<file path="src/rtl/blackbox_sweeper.sv">
// Clocked exhaustive sweep of a 3-input combinational block: applies all eight
// input vectors, samples the output of each, and compares the truth table to EXPECTED.
//
// state  | meaning
// IDLE   | waiting for start; last results held
// SETTLE | vector idx driven, waiting SETTLE cycles
// SAMPLE | vector idx still driven; dut_j captured at end of cycle
// DONE   | one-cycle completion; done pulses, pass valid
module blackbox_sweeper #(
  parameter int          SETTLE   = 1,
  parameter logic [7:0]  EXPECTED = 8'b1110_1000
) (
  input  logic       clk,
  input  logic       rst,
  input  logic       start,
  output logic       dut_i,
  output logic       dut_h,
  output logic       dut_o,
  input  logic       dut_j,
  output logic       busy,
  output logic       done,
  output logic [7:0] table_out,
  output logic [3:0] mismatch_cnt,
  output logic       pass
);

  localparam logic [3:0] SETTLE_LAST = 4'(SETTLE - 1);

  typedef enum logic [1:0] {
    IDLE   = 2'd0,
    SETTLE_ST = 2'd1,
    SAMPLE = 2'd2,
    DONE   = 2'd3
  } state_t;

  state_t     state, state_n;
  logic [2:0] idx, idx_n;
  logic [3:0] cnt, cnt_n;
  logic [7:0] table_n;
  logic [3:0] mm_n;
  logic       pass_n;
  logic [2:0] vec_n;
  logic       busy_n;
  logic       done_n;
  logic [3:0] mm_inc;

  always_comb begin
    state_n = state;
    idx_n   = idx;
    cnt_n   = cnt;
    table_n = table_out;
    mm_n    = mismatch_cnt;
    pass_n  = pass;
    mm_inc  = {3'd0, (dut_j != EXPECTED[idx])};

    case (state)
      IDLE: begin
        if (start) begin
          state_n = SETTLE_ST;
          idx_n   = 3'd0;
          cnt_n   = 4'd0;
          table_n = 8'd0;
          mm_n    = 4'd0;
          pass_n  = 1'b0;
        end
      end
      SETTLE_ST: begin
        if (cnt == SETTLE_LAST) state_n = SAMPLE;
        else                    cnt_n   = cnt + 4'd1;
      end
      SAMPLE: begin
        table_n[idx] = dut_j;
        mm_n         = mismatch_cnt + mm_inc;
        if (idx == 3'd7) begin
          state_n = DONE;
          // pass is registered on entry to DONE so it is valid alongside done
          pass_n  = (mm_n == 4'd0);
        end else begin
          idx_n   = idx + 3'd1;
          cnt_n   = 4'd0;
          state_n = SETTLE_ST;
        end
      end
      DONE:    state_n = IDLE;
      default: state_n = IDLE;
    endcase

    // Outputs are registered from the next state so they line up with it.
    busy_n = (state_n == SETTLE_ST) || (state_n == SAMPLE);
    vec_n  = busy_n ? idx_n : 3'd0;
    done_n = (state_n == DONE);
  end

  always_ff @(posedge clk) begin
    if (rst) begin
      state        <= IDLE;
      idx          <= 3'd0;
      cnt          <= 4'd0;
      table_out    <= 8'd0;
      mismatch_cnt <= 4'd0;
      pass         <= 1'b0;
      busy         <= 1'b0;
      done         <= 1'b0;
      dut_i        <= 1'b0;
      dut_h        <= 1'b0;
      dut_o        <= 1'b0;
    end else begin
      state        <= state_n;
      idx          <= idx_n;
      cnt          <= cnt_n;
      table_out    <= table_n;
      mismatch_cnt <= mm_n;
      pass         <= pass_n;
      busy         <= busy_n;
      done         <= done_n;
      {dut_i, dut_h, dut_o} <= vec_n;
    end
  end

endmodule

</file>
<file path="config.mk">
export PLATFORM = sky130hd
export DESIGN_NAME = blackbox_sweeper
export DESIGN_NICKNAME = d
export VERILOG_FILES = /design/src/rtl/blackbox_sweeper.sv
export SDC_FILE = /design/constraint.sdc
export NUM_CORES = 1
export LEC_CHECK = 0
export ABC_AREA = 1
export CAP_MARGIN = 20
export CELL_PAD_IN_SITES_DETAIL_PLACEMENT = 1
export CELL_PAD_IN_SITES_GLOBAL_PLACEMENT = 1
export CORE_MARGIN = 5
export CORE_UTILIZATION = 35
export CTS_BUF_LIST = sky130_fd_sc_hd__clkbuf_16
export DETAILED_ROUTE_END_ITERATION = 10
export DONT_BUFFER_PORTS = 1
export GPL_ROUTABILITY_DRIVEN = 0
export PLACE_DENSITY_LB_ADDON = 0.1
export RECOVER_POWER = 50
export SYNTH_ARGS = -nofsm -noshare
export SYNTH_HDL_FRONTEND = slang
export SYNTH_SLANG_ARGS = --single-unit
</file>
<file path="constraint.sdc">
create_clock -name clk -period 4 [get_ports clk]
set_clock_uncertainty 0.15 [all_clocks]
set_input_delay 0.4 -clock clk [delete_from_list [all_inputs] [get_ports clk]]
set_output_delay 0.4 -clock clk [all_outputs]
set_load 0.005 [all_outputs]
</file>
run_1/met1.png
The bar under the picture is 20 µm long. Supply wires on this layer in gray.
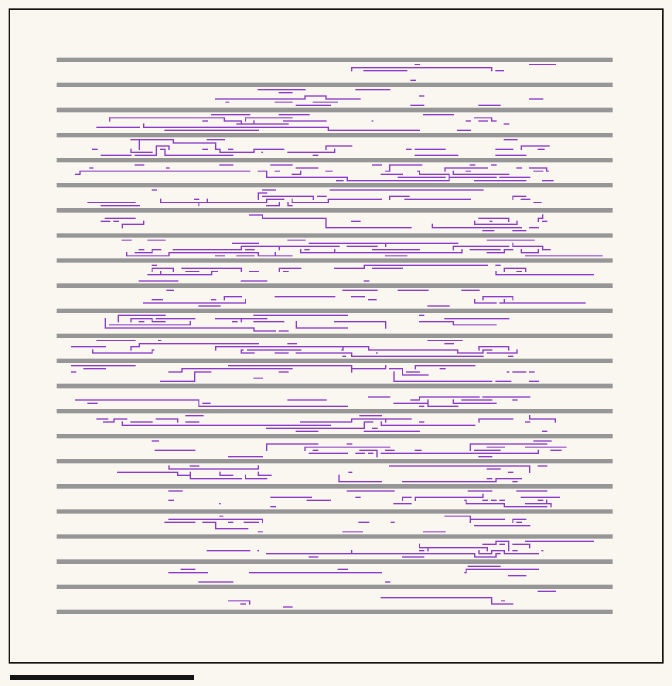
share of all routed wire: 48%
nets with wire on the layer: 180
wire length on this layer: 1500 µm
longest straight run: 22.5 µm
main direction: horizontal
final WL: 3130 µm
routed via count: 1112
met1 Resource Use GR: 0.173

run_1/met2.png
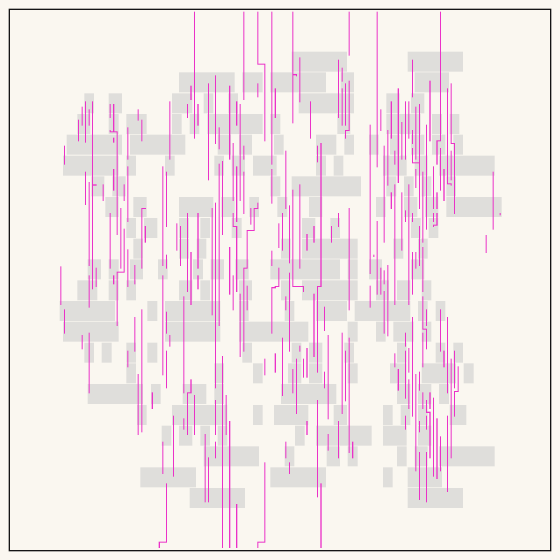
main direction: vertical
longest straight run: 25.0 µm

==> impl_metrics.tcl, run 1 <==
# implementation run metrics
set metrics [dict create \
    nonClkBufAreaFrac 0 \
    yosysSeqAreaShare 0.435 \
    maxCapViolations 0 \
    comb_share 0.445 \
    grt_max_degree 20 \
    nets 191 \
    period_needed_ps 1930 \
    cts.sinks 28 \
    die_x_um 70.7 \
    area_growth_pct 9.81 \
    synth.most_common_cell "nand2_1" \
    logic_area_um2 629 \
    r2r.worst_path.cells 7 \
    dp_hpwl_um 2450 \
    finish.utilization 0.392 \
    fp-utilization 0.357 \
    worstHoldStart "rst" \
    n_all_buffers 0 \
    flop_cell "dfxtp_1" \
    worst-slew-pin-transition_ps 565 \
    largest_area_cell "dfxtp_1" \
    sh_seq_area 0.396 \
    post-route-period-util 0.483 \
    grt_util_all_layers 0.135 \
    holdPathEnd "cnt[2]" \
    logic_gates 125 \
    fin_hold_ws_ps 50.8 \
    crit_type "reg -> reg" \
    lay_top_count "nand2_1" \
    clk_pin_slew_ps 70 \
    p_int_w 0.000438 \
    wl_per_cell_um 13.7 \
    cts_root_buffer "clkbuf_16" \
    yosys_area_um2 1290 \
    wl_met3_um 107 \
    critPathBufInv 2 \
    cts_resized 0 \
    crit_arrival_ps 1980 \
    first_pass_iters 3 \
    regArea_um2 561 \
    flops 28 \
    nFillCells 459 \
    wl_met2_um 1500 \
    viasPerCell 4.88 \
    mostFrequentLayoutCells "nand2_1 (44), dfxtp_1 (28), inv_1 (22)" \
    seqPwrFrac 0.516 \
    htreeDepth 1 \
    hold_violations 0 \
    max_slew_margin 0.619 \
    path_cells "o21ai_0, nand2_1, ha_1, inv_1, nor2_1, inv_1, a21oi_1" \
    die-area_um2 5000 \
    ys_types 23 \
    clock_path_buffers 2 \
    ys_ff 28 \
    reg2reg_to "dut_h" \
    final-setup-viol-count 0 \
    switching_share 0.238 \
    grt_pass1_vias 1201 \
    cp.depth 7 \
    syn_inst 178 \
    tool_warnings 27 \
    pg_clk_w 0.000223 \
    r2r-start "state[1]" \
    insertion_delay_ps 260 \
    grt_overflow 0 \
    numPortBuffers 0 \
    ys_warn_count 0 \
    drv_slew 0 \
    numCtsBuffers 3 \
    inverters 23 \
    ir_worst_vdd_mv 0.188 \
    dieHeight_um 70.7 \
    drcViolationCount 0 \
    power.switching_w 0.000137 \
    fp_nets 188 \
    leakage_nw 0.599 \
    synthTopCellsByCount "nand2_1 (42), dfxtp_1 (28), inv_1 (22)" \
    clkCellAreaFrac 0.0557 \
    ios 22 \
    dp_cells 224 \
    status "completed" \
    setup_tns_ps 0 \
    rrSetupSlack_ps 2070 \
    crit_start "state[1]" \
    core-area_um2 3610 \
    startpoint_type "register" \
    gr-usage-met2 0.231 \
    finalPower_w 0.000575 \
    setup_slack_ps 2070 \
    n_clock_buffer 3 \
    rsz0062_at_grt "no" \
    crit_fanout 6 \
    syn_avg_cell_area_um2 7.24 \
    crit_top_cell "inv_1" \
    antenna_found_initial 0 \
    tapCellCount 48 \
    hold_depth 1 \
    postLayoutCellArea_um2 1420 \
    placed_area_um2 1340 \
    use_met3 0.0298 \
    power_sequential_w 0.000297 \
    grt_pass1_wl_um 5560 \
    post-cts-setup-buffer-count 0 \
    slowest_delay_ps 490 \
    clock.fmax_mhz 518 \
    power_density_nw_per_um2 407 \
    wirelength_met1_um 1500 \
    pg_comb_w 0.0000550 \
    crit_slowest_cell "o21ai_0" \
    num_rows 22 \
    synth_async_sr_flop_share 0 \
    yosysCellCount 178 \
    critical_path.top_delay_family "AND-OR/OR-AND gates" \
    top_area_frac 0.435 \
    top_usage_layer "met2" \
    cp-end-kind "register" \
    comb_power_share 0.096 \
    holdCritPathClass "in -> reg" \
    layout-drive-gt1-share 0.0333 \
    synth-edff-count 0 \
    syn-cell-area_um2 1290 \
    dpl_worst_slack_ps 2160 \
    drt_iter0_drc 22 \
    routed.top_layer "met4" \
    maxPowerGroup "registers" \
    dominant_cells "logic gates" \
    required_ps 4050 \
    area_leaders "dfxtp_1 (43%), nand2_1 (12%), nand3_1 (7.0%)" \
    final_cell_count_no_fill 228 \
    cts_tree "yes" \
    drtAntennaViolNets 0 \
    n_antenna_cell 0 \
    clkPwrFrac 0.388 \
    holdBufCountCts 0 \
]
run_1/met3.png
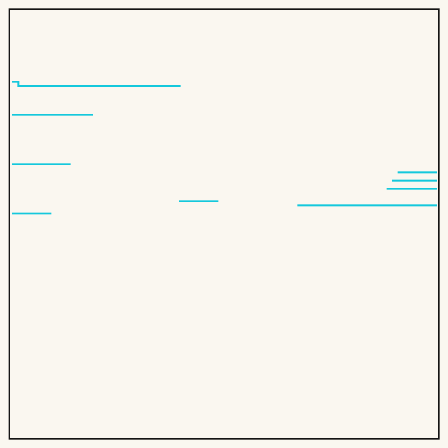
wire length on this layer: 107 µm
nets with wire on the layer: 8
main direction: horizontal
longest straight run: 26.7 µm
share of all routed wire: 3.4%

-- run 1: how the worst max path moves through the flow --
| stage | to | slack (ps) |
|---|---|---|
| floorplan | dut_h | 2390 |
| global placement | dut_h | 2220 |
| detailed placement | dut_h | 2160 |
| CTS | dut_h | 2130 |
| global route | dut_i | 1750 |
| finish | dut_h | 2070 |
-- run 1: kinds of logic after synthesis --
kind of cell	after synthesis	synth area share
adder cells (fa/ha/maj)	6	0.0583
XOR/XNOR	3	0.0204
flip-flops	28	0.435
buffers and inverters	25	0.0728
AND/OR/NAND/NOR	88	0.290
AND-OR/OR-AND	28	0.123
-- run 1: flip-flops by register name, indices dropped and copies added, names as in the netlist, named ones only --
register / count
busy: 1
cnt: 4
done: 1
dut_h: 1
dut_i: 1
dut_o: 1
idx: 3
mismatch_cnt: 4
pass: 1
state: 2
table_out: 8
run_1/cell_classes.png
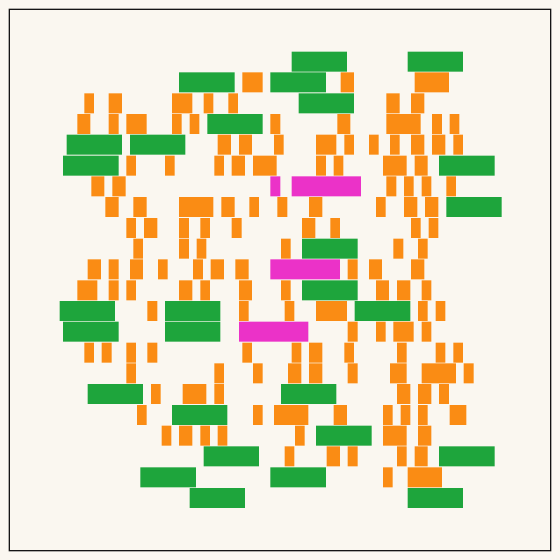

## Run 2: what changed since run 1
clock period = 1.55 ns   (was 4 ns; I/O delays follow)
run_2/cell_classes.png
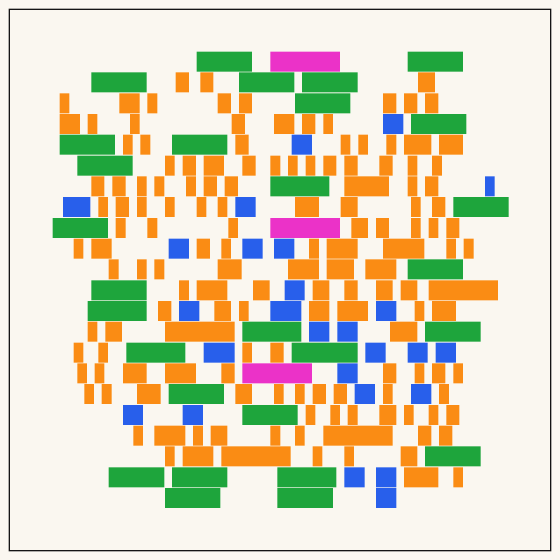
legend:
  orange:
    class: all other logic
    cells: 148
    share_of_their_area: 51%
  green:
    class: flip-flops
    cells: 28
    share_of_their_area: 33%
  blue:
    class: other buffers and delay cells
    cells: 26
    share_of_their_area: 12%
  magenta:
    class: cells driving clock nets
    cells: 3
    share_of_their_area: 4.3%

run_2/met3.png
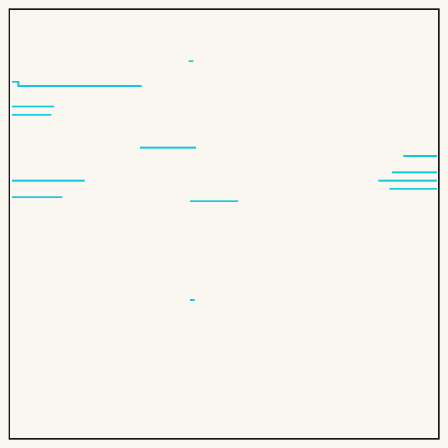
longest straight run: 20.2 µm
share of all routed wire: 2.6%
wire length on this layer: 101 µm
nets with wire on the layer: 10
final WL: 3910 µm
met3 usage: 0.0284
routed via count: 1263

run_2/met1.png
The bar under the picture is 20 µm long. Supply wires on this layer in gray.
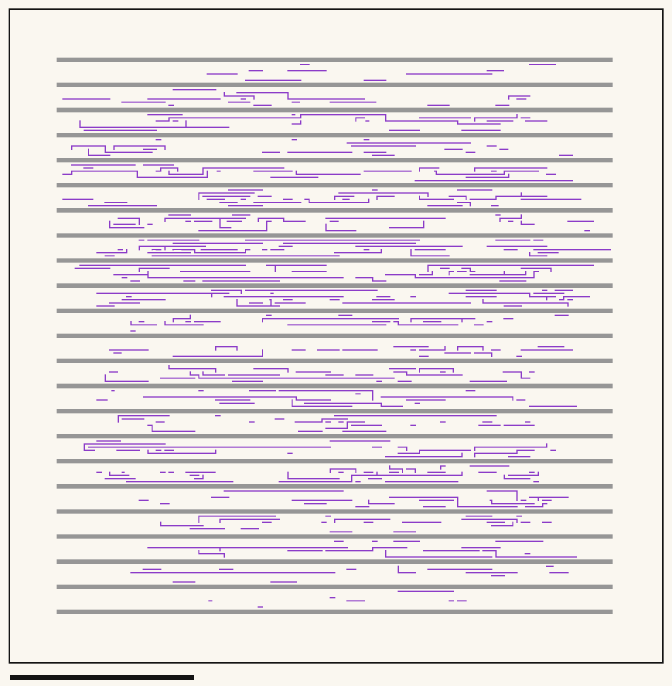
main direction: horizontal
longest straight run: 26.2 µm
share of all routed wire: 45%
nets with wire on the layer: 204
wire length on this layer: 1760 µm
met1 Resource Use GR: 0.188

==> impl_metrics.tcl, run 2 <==
# implementation run metrics
set metrics [dict create \
    clk_pin_slew_ps 70 \
    maxCapViolations 0 \
    wl_met2_um 2010 \
    area_growth_pct 38.8 \
    ys_types 23 \
    viasPerCell 4.99 \
    holdBufCountCts 1 \
    cts.sinks 28 \
    dp_hpwl_um 2680 \
    syn-cell-area_um2 1290 \
    mostFrequentLayoutCells "nand2_1 (31), dfxtp_1 (22), buf_4 (22)" \
    synth.most_common_cell "nand2_1" \
    lay_top_count "nand2_1" \
    cts_resized 18 \
    grt_util_all_layers 0.156 \
    final-setup-viol-count 1 \
    ys_ff 28 \
    crit_arrival_ps 1630 \
    setup_slack_ps -29.1 \
    ys_warn_count 0 \
    dp_cells 245 \
    ios 22 \
    top_area_frac 0.435 \
    fp_nets 188 \
    hold_violations 22 \
    wirelength_met1_um 1760 \
    worst-slew-pin-transition_ps 292 \
    die_x_um 70.7 \
    finish.utilization 0.496 \
    logic_area_um2 791 \
    grt_pass1_vias 1305 \
    dieHeight_um 70.7 \
    holdPathEnd "idx[1]" \
    grt_overflow 0 \
    critical_path.top_delay_family "adder cells" \
    drv_slew 0 \
    fin_hold_ws_ps -204 \
    power_density_nw_per_um2 921 \
    n_all_buffers 26 \
    post-cts-setup-buffer-count 1 \
    core-area_um2 3610 \
    failed_checks "negative hold slack, negative setup slack" \
    clkCellAreaFrac 0.0420 \
    grt_max_degree 20 \
    ir_worst_vdd_mv 0.379 \
    tool_warnings 31 \
    drtAntennaViolNets 0 \
    post-route-period-util 1.02 \
    dominant_cells "logic gates" \
    tapCellCount 48 \
    status "finished, violations left" \
    hold_depth 1 \
    switching_share 0.261 \
    numCtsBuffers 3 \
    clock.fmax_mhz 633 \
    largest_area_cell "dfxtp_1" \
    nonClkBufAreaFrac 0.113 \
    power.switching_w 0.000430 \
    nFillCells 448 \
    cts_root_buffer "clkbuf_16" \
]
==> run 2: cell count changes in the layout (fill, tap and decap cells not counted), moves of 6 or more <==
cell	previous run	this run
dfxtp_1	28	22
nand2_2	0	8
nand2_1	44	31
buf_4	0	22
inv_1	22	15
==> run 2: cells by family after synthesis <==
| logic type | synth area share |
|---|---|
| flops | 0.435 |
| buf+inv | 0.0728 |
| simple gates | 0.290 |
| compound gates | 0.123 |
| fa+ha+maj | 0.0583 |
| xor+xnor | 0.0204 |
==> run 2: power groups by stage <==
stage	Sequential (W)	Combinational (W)	Clock, W
3_3_place_gp	0.000777	0.000206	0
6_report	0.000767	0.000294	0.000588
4_1_cts	0.000765	0.000254	0.000603
2_1_floorplan	0.000779	0.000120	0
3_5_place_dp	0.000778	0.000213	0
5_1_grt	0.000768	0.000328	0.000641
No activity file was given, so power comes from the tool's default toggle rates.
